### Metal 1, run 1

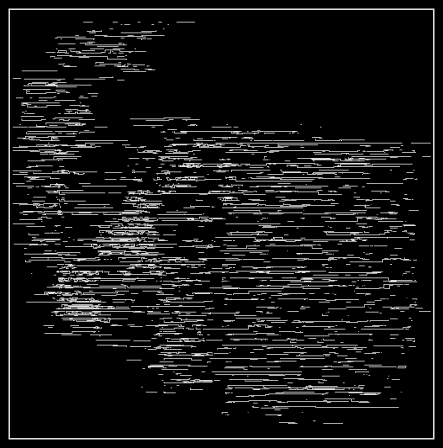
### The metal 2 layer, run 1

Bar = 50 µm.
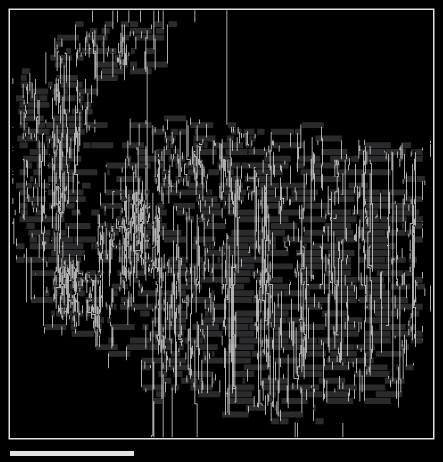
### Signal wires on met3, run 1

Bar = 50 µm.
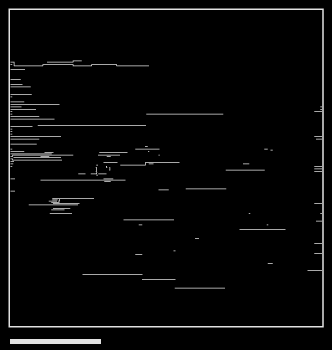
--- config.mk ---
export PLATFORM = sky130hd
export DESIGN_NAME = nal_stream_parser
export DESIGN_NICKNAME = d
export VERILOG_FILES = /design/src/rtl/nal_pkg.sv /design/src/rtl/nal_sync_fifo.sv /design/src/rtl/nal_stream_parser.sv
export SDC_FILE = /design/constraint.sdc
export NUM_CORES = 1
export LEC_CHECK = 0
export ABC_AREA = 0
export CORE_AREA = 2 2 169 171
export DETAILED_ROUTE_END_ITERATION = 8
export DIE_AREA = 0 0 171 173
export PLACE_DENSITY = 0.62
export SLEW_MARGIN = 20
export SYNTH_ARGS = -nofsm -noshare
export SYNTH_HDL_FRONTEND = slang
export SYNTH_SLANG_ARGS = --single-unit
--- constraint.sdc ---
create_clock -name clk -period 9.6 [get_ports clk]
set_input_delay 1.92 -clock clk [delete_from_list [all_inputs] [get_ports clk]]
set_output_delay 1.92 -clock clk [all_outputs]
set_load 0.03 [all_outputs]
--- src/rtl/nal_pkg.sv ---
// Shared types and constants for the HEVC Annex-B NAL stream parser.
// Latency: n/a (types and constants only).
// Backpressure: n/a.
package nal_pkg;

    // Parser states.
    typedef enum logic [1:0] {
        SEARCH  = 2'd0,
        HDR     = 2'd1,
        PAYLOAD = 2'd2,
        FLUSH   = 2'd3
    } nal_state_t;

    localparam logic [7:0] SC_BYTE  = 8'h01;
    localparam logic [7:0] EPB_BYTE = 8'h03;

    // HEVC parameter-set NAL unit types.
    localparam logic [5:0] NAL_VPS = 6'd32;
    localparam logic [5:0] NAL_SPS = 6'd33;
    localparam logic [5:0] NAL_PPS = 6'd34;

    // One output beat: NAL byte plus framing tags.
    typedef struct packed {
        logic       sop;
        logic       eop;
        logic [5:0] nal_type;
        logic [7:0] data;
    } nal_beat_t;

endpackage

--- src/rtl/nal_sync_fifo.sv ---
// Synchronous FIFO with registered full/empty flags.
// Latency: a pushed word is readable the cycle after the push.
// Backpressure: pushes ignored while full, pops ignored while empty.
//
// Ports: clk, rst_n; push_vld/push_dat/full (write side);
//        pop_rdy/pop_dat/empty (read side, pop_dat is the head word).
module nal_sync_fifo #(
    parameter int WIDTH = 16,
    parameter int DEPTH = 8
) (
    input  logic             clk,
    input  logic             rst_n,
    input  logic             push_vld,
    input  logic [WIDTH-1:0] push_dat,
    output logic             full,
    input  logic             pop_rdy,
    output logic [WIDTH-1:0] pop_dat,
    output logic             empty
);
    localparam int AW = $clog2(DEPTH);

    logic [WIDTH-1:0] mem_q [DEPTH];
    logic [AW-1:0]    wr_ptr_q, wr_ptr_d;
    logic [AW-1:0]    rd_ptr_q, rd_ptr_d;
    logic [AW:0]      cnt_q, cnt_d;
    logic             full_q, full_d;
    logic             empty_q, empty_d;
    logic             do_push, do_pop;

    always_comb begin
        do_push  = push_vld && !full_q;
        do_pop   = pop_rdy && !empty_q;
        wr_ptr_d = do_push ? wr_ptr_q + AW'(1) : wr_ptr_q;
        rd_ptr_d = do_pop ? rd_ptr_q + AW'(1) : rd_ptr_q;
        cnt_d    = cnt_q;
        if (do_push && !do_pop) begin
            cnt_d = cnt_q + (AW+1)'(1);
        end else if (!do_push && do_pop) begin
            cnt_d = cnt_q - (AW+1)'(1);
        end
        // Flags come from the next count so they are plain flops.
        full_d  = (cnt_d == (AW+1)'(DEPTH));
        empty_d = (cnt_d == '0);
    end

    always_ff @(posedge clk or negedge rst_n) begin
        if (!rst_n) begin
            wr_ptr_q <= '0;
            rd_ptr_q <= '0;
            cnt_q    <= '0;
            full_q   <= 1'b0;
            empty_q  <= 1'b1;
        end else begin
            wr_ptr_q <= wr_ptr_d;
            rd_ptr_q <= rd_ptr_d;
            cnt_q    <= cnt_d;
            full_q   <= full_d;
            empty_q  <= empty_d;
        end
    end

    // Storage needs no reset: the empty flag masks stale contents.
    always_ff @(posedge clk) begin
        if (do_push) begin
            mem_q[wr_ptr_q] <= push_dat;
        end
    end

    assign full    = full_q;
    assign empty   = empty_q;
    assign pop_dat = mem_q[rd_ptr_q];

endmodule

--- src/rtl/nal_stream_parser.sv ---
// Annex-B byte stream to tagged NAL bytes: strips start codes, trailing zeros, EPBs; filters by type.
// Latency: >=2 cycles from byte acceptance to out_data (tail register plus FIFO).
// Backpressure: in_rdy drops when the output FIFO is full or zeros are being flushed.
//
// Ports: clk, rst_n; in_data/in_vld/in_last/in_rdy (stream in);
//        out_data/out_vld/out_rdy/out_sop/out_eop/out_type (NAL out);
//        nal_count, epb_count, err (sticky), done (pulse after in_last).
module nal_stream_parser
    import nal_pkg::*;
#(
    parameter bit          EPB_REMOVE = 1'b1,
    parameter logic [63:0] TYPE_MASK  = 64'hFFFF_FFFF_FFFF_FFFF,
    parameter int          FIFO_DEPTH = 8,
    parameter int          ZCNT_W     = 8
) (
    input  logic        clk,
    input  logic        rst_n,
    input  logic [7:0]  in_data,
    input  logic        in_vld,
    input  logic        in_last,
    output logic        in_rdy,
    output logic [7:0]  out_data,
    output logic        out_vld,
    input  logic        out_rdy,
    output logic        out_sop,
    output logic        out_eop,
    output logic [5:0]  out_type,
    output logic [15:0] nal_count,
    output logic [15:0] epb_count,
    output logic        err,
    output logic        done
);
    localparam int BEAT_W = $bits(nal_beat_t);

    nal_state_t        state_q, state_d;
    logic [ZCNT_W-1:0] zcnt_q, zcnt_d;
    logic              keep_q, keep_d;
    logic [5:0]        type_q, type_d;
    nal_beat_t         tail_q, tail_d;
    logic              tail_vld_q, tail_vld_d;
    logic [7:0]        park_q, park_d;
    logic              park_vld_q, park_vld_d;
    logic              park_drop_q, park_drop_d;
    logic              park_last_q, park_last_d;
    logic [15:0]       nal_cnt_q, nal_cnt_d;
    logic [15:0]       epb_cnt_q, epb_cnt_d;
    logic              err_q, err_d;
    logic              done_q, done_d;
    logic              run_q;

    logic              accept;
    logic              zge2, zge3;
    logic [ZCNT_W-1:0] zcnt_inc;
    logic              push_req, push_eop, push_vld;
    nal_beat_t         push_dat, pop_dat;
    logic              fifo_full, fifo_empty;

    // in_rdy depends only on flops, so out_rdy never reaches it combinationally.
    assign in_rdy = run_q && !fifo_full && (state_q != FLUSH);
    assign accept = in_vld && in_rdy;

    always_comb begin
        zge2     = (zcnt_q >= ZCNT_W'(2));
        zge3     = (zcnt_q >= ZCNT_W'(3));
        zcnt_inc = (zcnt_q == '1) ? zcnt_q : zcnt_q + ZCNT_W'(1);

        state_d     = state_q;
        zcnt_d      = zcnt_q;
        keep_d      = keep_q;
        type_d      = type_q;
        tail_d      = tail_q;
        tail_vld_d  = tail_vld_q;
        park_d      = park_q;
        park_vld_d  = park_vld_q;
        park_drop_d = park_drop_q;
        park_last_d = park_last_q;
        nal_cnt_d   = nal_cnt_q;
        epb_cnt_d   = epb_cnt_q;
        err_d       = err_q;
        done_d      = 1'b0;
        push_req    = 1'b0;
        push_eop    = 1'b0;

        case (state_q)
            SEARCH: begin
                if (accept) begin
                    if (in_last) begin
                        done_d = 1'b1;
                        zcnt_d = '0;
                    end else if (in_data == 8'h00) begin
                        zcnt_d = zcnt_inc;
                    end else if (in_data == SC_BYTE && zge2) begin
                        state_d = HDR;
                        zcnt_d  = '0;
                    end else begin
                        zcnt_d = '0;
                    end
                end
            end

            HDR: begin
                if (accept) begin
                    if (in_last) begin
                        // A header with nothing after it is not emitted.
                        done_d  = 1'b1;
                        state_d = SEARCH;
                        zcnt_d  = '0;
                    end else begin
                        type_d          = in_data[6:1];
                        keep_d          = TYPE_MASK[in_data[6:1]];
                        tail_d.sop      = 1'b1;
                        tail_d.eop      = 1'b0;
                        tail_d.nal_type = in_data[6:1];
                        tail_d.data     = in_data;
                        tail_vld_d      = 1'b1;
                        state_d         = PAYLOAD;
                    end
                end
            end

            PAYLOAD: begin
                if (accept) begin
                    if (in_data == 8'h00) begin
                        if (in_last) begin
                            // Pending zeros at end of stream are trailing zeros.
                            push_req   = 1'b1;
                            push_eop   = 1'b1;
                            tail_vld_d = 1'b0;
                            done_d     = 1'b1;
                            state_d    = SEARCH;
                            zcnt_d     = '0;
                        end else begin
                            zcnt_d = zcnt_inc;
                        end
                    end else if (in_data == SC_BYTE && zge2) begin
                        push_req   = 1'b1;
                        push_eop   = 1'b1;
                        tail_vld_d = 1'b0;
                        zcnt_d     = '0;
                        if (in_last) begin
                            done_d  = 1'b1;
                            state_d = SEARCH;
                        end else begin
                            state_d = HDR;
                        end
                    end else begin
                        if (zge3) begin
                            err_d = 1'b1;
                        end
                        if (zcnt_q != '0) begin
                            // Park the byte; FLUSH emits the held zeros first.
                            state_d     = FLUSH;
                            park_d      = in_data;
                            park_vld_d  = 1'b1;
                            park_last_d = in_last;
                            park_drop_d = EPB_REMOVE && (in_data == EPB_BYTE) && zge2;
                            if (EPB_REMOVE && (in_data == EPB_BYTE) && zge2) begin
                                epb_cnt_d = epb_cnt_q + 16'd1;
                            end
                        end else begin
                            push_req        = 1'b1;
                            tail_d.sop      = 1'b0;
                            tail_d.eop      = 1'b0;
                            tail_d.nal_type = type_q;
                            tail_d.data     = in_data;
                            if (in_last) begin
                                // Closing push needs its own cycle.
                                state_d     = FLUSH;
                                park_vld_d  = 1'b0;
                                park_last_d = 1'b1;
                            end
                        end
                    end
                end
            end

            FLUSH: begin
                if (!fifo_full) begin
                    if (zcnt_q != '0) begin
                        push_req        = 1'b1;
                        tail_d.sop      = 1'b0;
                        tail_d.eop      = 1'b0;
                        tail_d.nal_type = type_q;
                        tail_d.data     = 8'h00;
                        zcnt_d          = zcnt_q - ZCNT_W'(1);
                    end else if (park_vld_q) begin
                        park_vld_d = 1'b0;
                        if (!park_drop_q) begin
                            push_req        = 1'b1;
                            tail_d.sop      = 1'b0;
                            tail_d.eop      = 1'b0;
                            tail_d.nal_type = type_q;
                            tail_d.data     = park_q;
                        end
                        if (!park_last_q) begin
                            state_d = PAYLOAD;
                        end
                    end else begin
                        // End of stream: close the NAL with the tail byte.
                        push_req    = 1'b1;
                        push_eop    = 1'b1;
                        tail_vld_d  = 1'b0;
                        park_last_d = 1'b0;
                        done_d      = 1'b1;
                        state_d     = SEARCH;
                        zcnt_d      = '0;
                    end
                end
            end

            default: state_d = SEARCH;
        endcase

        // Dropped NALs still walk the FSM but never reach the FIFO.
        push_vld     = push_req && keep_q && tail_vld_q;
        push_dat     = tail_q;
        push_dat.eop = push_eop;
        if (push_vld && push_eop) begin
            nal_cnt_d = nal_cnt_q + 16'd1;
        end
    end

    always_ff @(posedge clk or negedge rst_n) begin
        if (!rst_n) begin
            state_q     <= SEARCH;
            zcnt_q      <= '0;
            keep_q      <= 1'b0;
            type_q      <= '0;
            tail_q      <= '0;
            tail_vld_q  <= 1'b0;
            park_q      <= '0;
            park_vld_q  <= 1'b0;
            park_drop_q <= 1'b0;
            park_last_q <= 1'b0;
            nal_cnt_q   <= '0;
            epb_cnt_q   <= '0;
            err_q       <= 1'b0;
            done_q      <= 1'b0;
            run_q       <= 1'b0;
        end else begin
            state_q     <= state_d;
            zcnt_q      <= zcnt_d;
            keep_q      <= keep_d;
            type_q      <= type_d;
            tail_q      <= tail_d;
            tail_vld_q  <= tail_vld_d;
            park_q      <= park_d;
            park_vld_q  <= park_vld_d;
            park_drop_q <= park_drop_d;
            park_last_q <= park_last_d;
            nal_cnt_q   <= nal_cnt_d;
            epb_cnt_q   <= epb_cnt_d;
            err_q       <= err_d;
            done_q      <= done_d;
            run_q       <= 1'b1;
        end
    end

    nal_sync_fifo #(
        .WIDTH (BEAT_W),
        .DEPTH (FIFO_DEPTH)
    ) u_fifo (
        .clk      (clk),
        .rst_n    (rst_n),
        .push_vld (push_vld),
        .push_dat (push_dat),
        .full     (fifo_full),
        .pop_rdy  (out_rdy),
        .pop_dat  (pop_dat),
        .empty    (fifo_empty)
    );

    // Outputs read as zero when nothing is valid (storage is not reset).
    assign out_vld   = !fifo_empty;
    assign out_data  = out_vld ? pop_dat.data : 8'h00;
    assign out_sop   = out_vld && pop_dat.sop;
    assign out_eop   = out_vld && pop_dat.eop;
    assign out_type  = out_vld ? pop_dat.nal_type : 6'd0;
    assign nal_count = nal_cnt_q;
    assign epb_count = epb_cnt_q;
    assign err       = err_q;
    assign done      = done_q;

endmodule

==> flow_metrics.env, run 1 <==
# flow metrics
export IMPL_hold_viol=0
export IMPL_startpoint="u_fifo.rd_ptr_q[0]"
export IMPL_cts_setup_buffers=0
export IMPL_met1Wirelength_um=8940
export IMPL_grt_use_total=0.132
export IMPL_critPathSlowestCell="clkdlybuf4s50_1"
export IMPL_worstRegToRegCells=6
export IMPL_yosys_warnings=0
export IMPL_cts_buffer_depth=3
export IMPL_use_met2=0.211
export IMPL_hold_buffers=0
export IMPL_nClkBuffers=29
export IMPL_endpoint_kind="primary output"
export IMPL_comb_power_share=0.314
export IMPL_period_needed_ns=4.83
export IMPL_place_inst=1103
export IMPL_p_comb_w=0.00108
export IMPL_r2r_end="u_fifo.mem_q[2][13]"
export IMPL_hold_path_depth=1
export IMPL_clock_sinks=219
export IMPL_start_kind="register"
export IMPL_wl_met2_um=8810
export IMPL_vdd_drop_max_mv=0.137
export IMPL_fin_cells=1147
export IMPL_synth_distinct_cells=71
export IMPL_yosysTopAreaCell="edfxtp_1"
export IMPL_globalRoute_busiestLayer="met2"
export IMPL_p_total_w=0.00343
export IMPL_routed_top_layer="met5"
export IMPL_p_seq_w=0.00144
export IMPL_ff_type="edfxtp_1"
export IMPL_dr_wl_met3_um=1050
export IMPL_whs_ns=0.480
export IMPL_largest_class="registers"
export IMPL_dr_first_iter_drc_count=499
export IMPL_pg_clk_w=0.000920
export IMPL_ys_chip_area_um2=9610
export IMPL_status="completed"
export IMPL_p_per_area_nw_per_um2=299
export IMPL_nets=775
export IMPL_critPathRequiredTime_ns=7.68
export IMPL_fp_util=0.348
export IMPL_grt_max_degree=55
export IMPL_largest_reg_flops=128
export IMPL_nNonClkInverters=13
export IMPL_crit_chain="buf_4 > mux4_2 > mux2i_1 > nor2_1 > clkdlybuf4s50_1"
export IMPL_rrSetupSlack_ns=6.19
export IMPL_rows=61
export IMPL_xor_area_frac=0.0354
export IMPL_crit_end="out_data[6]"
export IMPL_clkTransAtPathRegs_ns=0.06
export IMPL_nonClkBufAreaFrac=0.0614
export IMPL_ys_top_logic_family="multiplexers"
export IMPL_cp_max_fo=34
export IMPL_logic_gate_count=420
export IMPL_path_buffers=2
export IMPL_grt_pass1_vias=5846
export IMPL_buffers_excl_clock=73
export IMPL_p_leak_nw=4.31
export IMPL_top_register="u_fifo.mem_q"
export IMPL_r2r_start="state_q[1]"
export IMPL_hpwl_um=12100
export IMPL_flop_area_um2=6120
export IMPL_critPathMaxStageDelay_ns=0.61
export IMPL_wl_per_cell_um=16.6
export IMPL_area_leaders="edfxtp_1 (40%), dfrtp_1 (23%), mux4_2 (7.5%), xnor2_1 (3.0%), mux2i_1 (2.5%)"
export IMPL_fmax_mhz=207
export IMPL_yosys_cells=685
export IMPL_cts_resized=0
export IMPL_fin_area_um2=11500
export IMPL_tightest_slew_ns=1.10
export IMPL_worstPathArrival_ns=2.91
export IMPL_setup_viol_count_final=0
export IMPL_drive_above_1_share=0.153
export IMPL_min_to="nal_count[15]"
export IMPL_diodes=0
export IMPL_worst_setup_path_type="register to primary output"
export IMPL_synth_cellmix_simpleShare=0.109
export IMPL_power_leader="sequential cells"
export IMPL_rsz0062_at_grt="no"
export IMPL_max_slew_margin=0.270
export IMPL_wl_um=19000
export IMPL_tool_warnings=30
export IMPL_p_clk_frac=0.268
export IMPL_finalMaxSlewViolations=0
export IMPL_final_util=0.416
export IMPL_tap_cell_count=378
export IMPL_ant_nets=0
export IMPL_ys_sh_mux=0.118
export IMPL_async_reset_ff_frac=0.416
export IMPL_post_place_ws_ns=4.55
export IMPL_seqPwrFrac=0.418
export IMPL_worstSetupPathDepth=5
export IMPL_synth_cells=685
export IMPL_critical_path_top_delay_family="buffers and inverters"
export IMPL_die_y_um=173
export IMPL_skew_ns=0.0350
export IMPL_vias=5674
export IMPL_fin_crit_sh=0.503
export IMPL_final_comb_area_um2=3340
export IMPL_seq_area_frac=0.533
export IMPL_finalSetupTns_ns=0
export IMPL_fin_ws_ns=4.77
export IMPL_viasPerCell=4.95
export IMPL_io_pins=65
export IMPL_intPower_w=0.00225
export IMPL_drc=0
export IMPL_grt_overflow=0
export IMPL_core_region_area_um2=27600
export IMPL_clock_cell_area_share=0.0699
export IMPL_syn_nets=708
export IMPL_layout_top_cells="edfxtp_1 (128), dfrtp_1 (88), clkdlybuf4s50_1 (63)"
export IMPL_seq_area_frac_synth=0.637
export IMPL_final_common_cell="edfxtp_1"
export IMPL_dieArea_um2=29600
export IMPL_syn_avg_cell_area_um2=14.0
export IMPL_area_growth_syn_to_layout_pct=19.6
export IMPL_synth_area_um2=9610
export IMPL_cts_tree="done"
export IMPL_placedInstanceArea_um2=10700
export IMPL_grt_pass1_wl_um=31300
Notes on 'Metal 1' above:
share of all routed wire	47%
main direction	horizontal
wire length on this layer	8,940 µm
longest straight run	65.8 µm
nets with wire on the layer	710

Notes on 'The metal 2 layer' above:
longest straight run	92.5 µm
main direction	vertical
wire length on this layer	8,810 µm

Notes on 'Signal wires on met3' above:
nets with wire on the layer	79
share of all routed wire	5.5%
main direction	horizontal
longest straight run	58.9 µm
wire length on this layer	1,050 µm

[run 1: cell usage after synthesis (2+ instances only)]
cell	instances
and2_1	2
a221oi_2	3
mux4_2	32
or3_1	6
o21ai_0	13
clkbuf_1	19
nor2_1	45
and4_1	3
o31ai_1	4
buf_2	8
buf_1	2
inv_1	13
nand3_1	27
a31oi_1	3
o22ai_1	4
nor3_1	9
buf_4	3
xor2_1	4
and3_1	21
nand4_1	7
mux2_1	2
o21ai_1	17
nor3b_1	3
xnor2_1	33
mux2i_1	24
nand2b_1	6
edfxtp_1	128
nand2_1	61
o211a_1	2
ha_1	10
nand3b_1	2
a22oi_1	2
a21oi_1	27
nor2_4	2
dfrtp_1	90
mux2_2	13
==> run 1 -> run 2 <==
- clock period: 9.6 -> 4.9 ns (I/O delays scaled with it)
### Metal 1, run 2

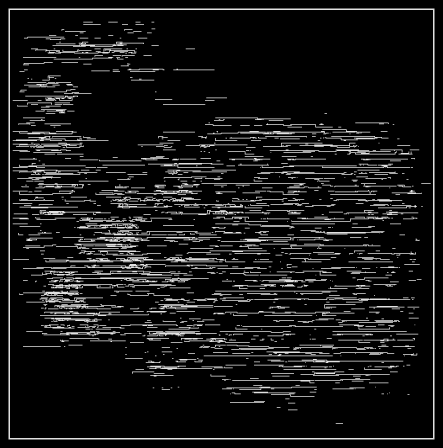
wire length on this layer	9,250 µm
main direction	horizontal
nets with wire on the layer	707
longest straight run	52.0 µm
share of all routed wire	46%

### Signal wires on met3, run 2

Bar = 50 µm.
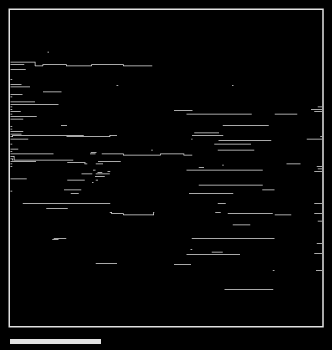
main direction	horizontal
share of all routed wire	5.6%
nets with wire on the layer	77

==> flow_metrics.env, run 2 <==
# flow metrics
export IMPL_top_register="u_fifo.mem_q"
export IMPL_met1Wirelength_um=9250
export IMPL_tap_cell_count=378
export IMPL_rows=61
export IMPL_vdd_drop_max_mv=0.331
export IMPL_final_util=0.416
export IMPL_vias=5826
export IMPL_xor_area_frac=0.0354
export IMPL_grt_max_degree=72
export IMPL_hold_path_depth=1
export IMPL_p_per_area_nw_per_um2=582
export IMPL_ys_sh_mux=0.118
export IMPL_hold_viol=0
export IMPL_startpoint="u_fifo.rd_ptr_q[0]"
export IMPL_final_common_cell="edfxtp_1"
export IMPL_nNonClkInverters=13
export IMPL_period_needed_ns=3.64
export IMPL_p_switching_w=0.00234
export IMPL_critPathMaxStageDelay_ns=0.61
export IMPL_endpoint_kind="primary output"
export IMPL_met3_usage=0.0279
export IMPL_die_y_um=173
export IMPL_fin_area_um2=11500
export IMPL_tool_warnings=30
export IMPL_yosys_area_share_aoi=0.0661
export IMPL_io_pins=65
export IMPL_synth_cellmix_simpleShare=0.109
export IMPL_fin_ws_ns=1.26
export IMPL_drive_above_1_share=0.157
export IMPL_p_leak_nw=4.32
export IMPL_nets=781
export IMPL_ys_top_logic_family="multiplexers"
export IMPL_grt_overflow=0
export IMPL_path_buffers=2
export IMPL_hpwl_um=12900
export IMPL_nonClkBufAreaFrac=0.0671
export IMPL_yosys_warnings=0
export IMPL_wl_met2_um=9420
export IMPL_synth_area_um2=9610
export IMPL_p_clk_frac=0.256
export IMPL_clkTransAtPathRegs_ns=0.06
export IMPL_routed_top_layer="met5"
export IMPL_cts_buffers=24
export IMPL_whs_ns=0.470
export IMPL_grt_pass1_vias=5789
export IMPL_seqPwrFrac=0.409
export IMPL_fill_cells=2601
export IMPL_globalRoute_busiestLayer="met2"
export IMPL_diodes=0
export IMPL_placedInstanceArea_um2=10700
export IMPL_area_growth_syn_to_layout_pct=19.6
export IMPL_p_sw_frac=0.349
export IMPL_dieArea_um2=29600
export IMPL_worstPathArrival_ns=2.66
export IMPL_critical_path_top_delay_family="buffers and inverters"
export IMPL_flops=219
export IMPL_largest_reg_flops=128
export IMPL_crit_chain="buf_12 > mux4_2 > mux2i_1 > nor2_1 > clkdlybuf4s50_1"
export IMPL_skew_ns=0.0171
export IMPL_numSynthFlops=219
export IMPL_comb_power_share=0.335
export IMPL_use_met2=0.217
export IMPL_top_area_frac=0.400
export IMPL_routabilityCongestion=0.831
export IMPL_r2r_start="state_q[1]"
export IMPL_flop_area_um2=6120
export IMPL_cts_buffer_depth=3
export IMPL_clock_cell_area_share=0.0654
export IMPL_rsz0062_at_grt="no"
export IMPL_start_kind="register"
export IMPL_yosys_cells=685
export IMPL_max_cap_violations=0
export IMPL_worst_setup_path_type="register to primary output"
export IMPL_intPower_w=0.00435
export IMPL_worstRegToRegCells=7
export IMPL_wl_per_cell_um=17.5
export IMPL_buffers_excl_clock=80
export IMPL_max_slew_margin=0.388
export IMPL_setup_viol_count_final=0
export IMPL_synth_cells=685
export IMPL_finalSetupTns_ns=0
export IMPL_worstSetupPathDepth=5
export IMPL_cts_tree="done"
export IMPL_layout_top_cells="edfxtp_1 (128), dfrtp_1 (89), clkdlybuf4s50_1 (63)"
export IMPL_grt_pass1_wl_um=32400
export IMPL_place_port_buffers=64
export IMPL_critPathRequiredTime_ns=3.92
export IMPL_fin_crit_sh=0.742
export IMPL_cts_resized=0
export IMPL_ys_sh_adder=0.0130
export IMPL_core_region_area_um2=27600
export IMPL_hold_buffers=0
export IMPL_clock_sinks=219
export IMPL_yosysTopAreaCell="edfxtp_1"
export IMPL_p_total_w=0.00669
export IMPL_fmax_mhz=275
export IMPL_fin_cells=1153
export IMPL_status="completed"
export IMPL_final_comb_area_um2=3320
export IMPL_grt_use_total=0.137
export IMPL_largest_class="registers"
export IMPL_syn_nets=708
export IMPL_seq_area_frac=0.533
export IMPL_logic_gate_count=420
export IMPL_ff_type="edfxtp_1"
export IMPL_fp_util=0.348
export IMPL_cts_setup_buffers=0
export IMPL_dr_wl_met3_um=1130
export IMPL_seq_area_frac_synth=0.637
export IMPL_critPathSlowestCell="clkdlybuf4s50_1"
export IMPL_area_leaders="edfxtp_1 (40%), dfrtp_1 (23%), mux4_2 (7.5%), xnor2_1 (3.0%), mux2i_1 (2.5%)"
export IMPL_finalMaxSlewViolations=0
export IMPL_antenna_found_initial=1
export IMPL_viasPerCell=5.05
export IMPL_place_inst=1110
export IMPL_dr_first_iter_drc_count=460
export IMPL_synth_distinct_cells=71
export IMPL_cp_max_fo=34
export IMPL_yosysMostFrequentCell="edfxtp_1"
export IMPL_drc=0
export IMPL_first_pass_iters=5
export IMPL_worstHoldStart="nal_count[15]"
export IMPL_ant_nets=0
export IMPL_nClkBuffers=38
export IMPL_gr_usage_met1=0.195
export IMPL_tightest_slew_ns=0.918
export IMPL_post_place_ws_ns=0.894
export IMPL_sh_comb_area=0.289
export IMPL_syn_avg_cell_area_um2=14.0
export IMPL_h_tree_depth=1
export IMPL_async_reset_ff_frac=0.416
export IMPL_common_cells="edfxtp_1 (128), dfrtp_1 (90), nand2_1 (61)"
export IMPL_wl_um=20100
export IMPL_ys_chip_area_um2=9610
-- run 2: cell counts after synthesis --
No cell type changed its count.
-- run 2: power by group through the flow --
| stage | logic [W] | registers, W | clock network (W) |
|---|---|---|---|
| after floorplan | 0.00171 | 0.00262 | 0 |
| after global placement | 0.00225 | 0.00275 | 0 |
| after detailed placement | 0.00227 | 0.00277 | 0 |
| after CTS | 0.00227 | 0.00274 | 0.00176 |
| after global routing | 0.00246 | 0.00279 | 0.00184 |
| final | 0.00224 | 0.00273 | 0.00171 |
-- run 2: path summary, 6_finish.rpt --
check	slack, ns	end
max	1.26	out_data[7]
min	0.47	nal_count[15]
max reg2reg	1.51	u_fifo.mem_q[6][3]
min reg2reg	0.47	nal_count[15]
max in group asynchronous	3.42	u_fifo.empty
min in group asynchronous	0.61	nal_count[4]
Power figures rest on the tool's default switching activity, not on a simulated workload.
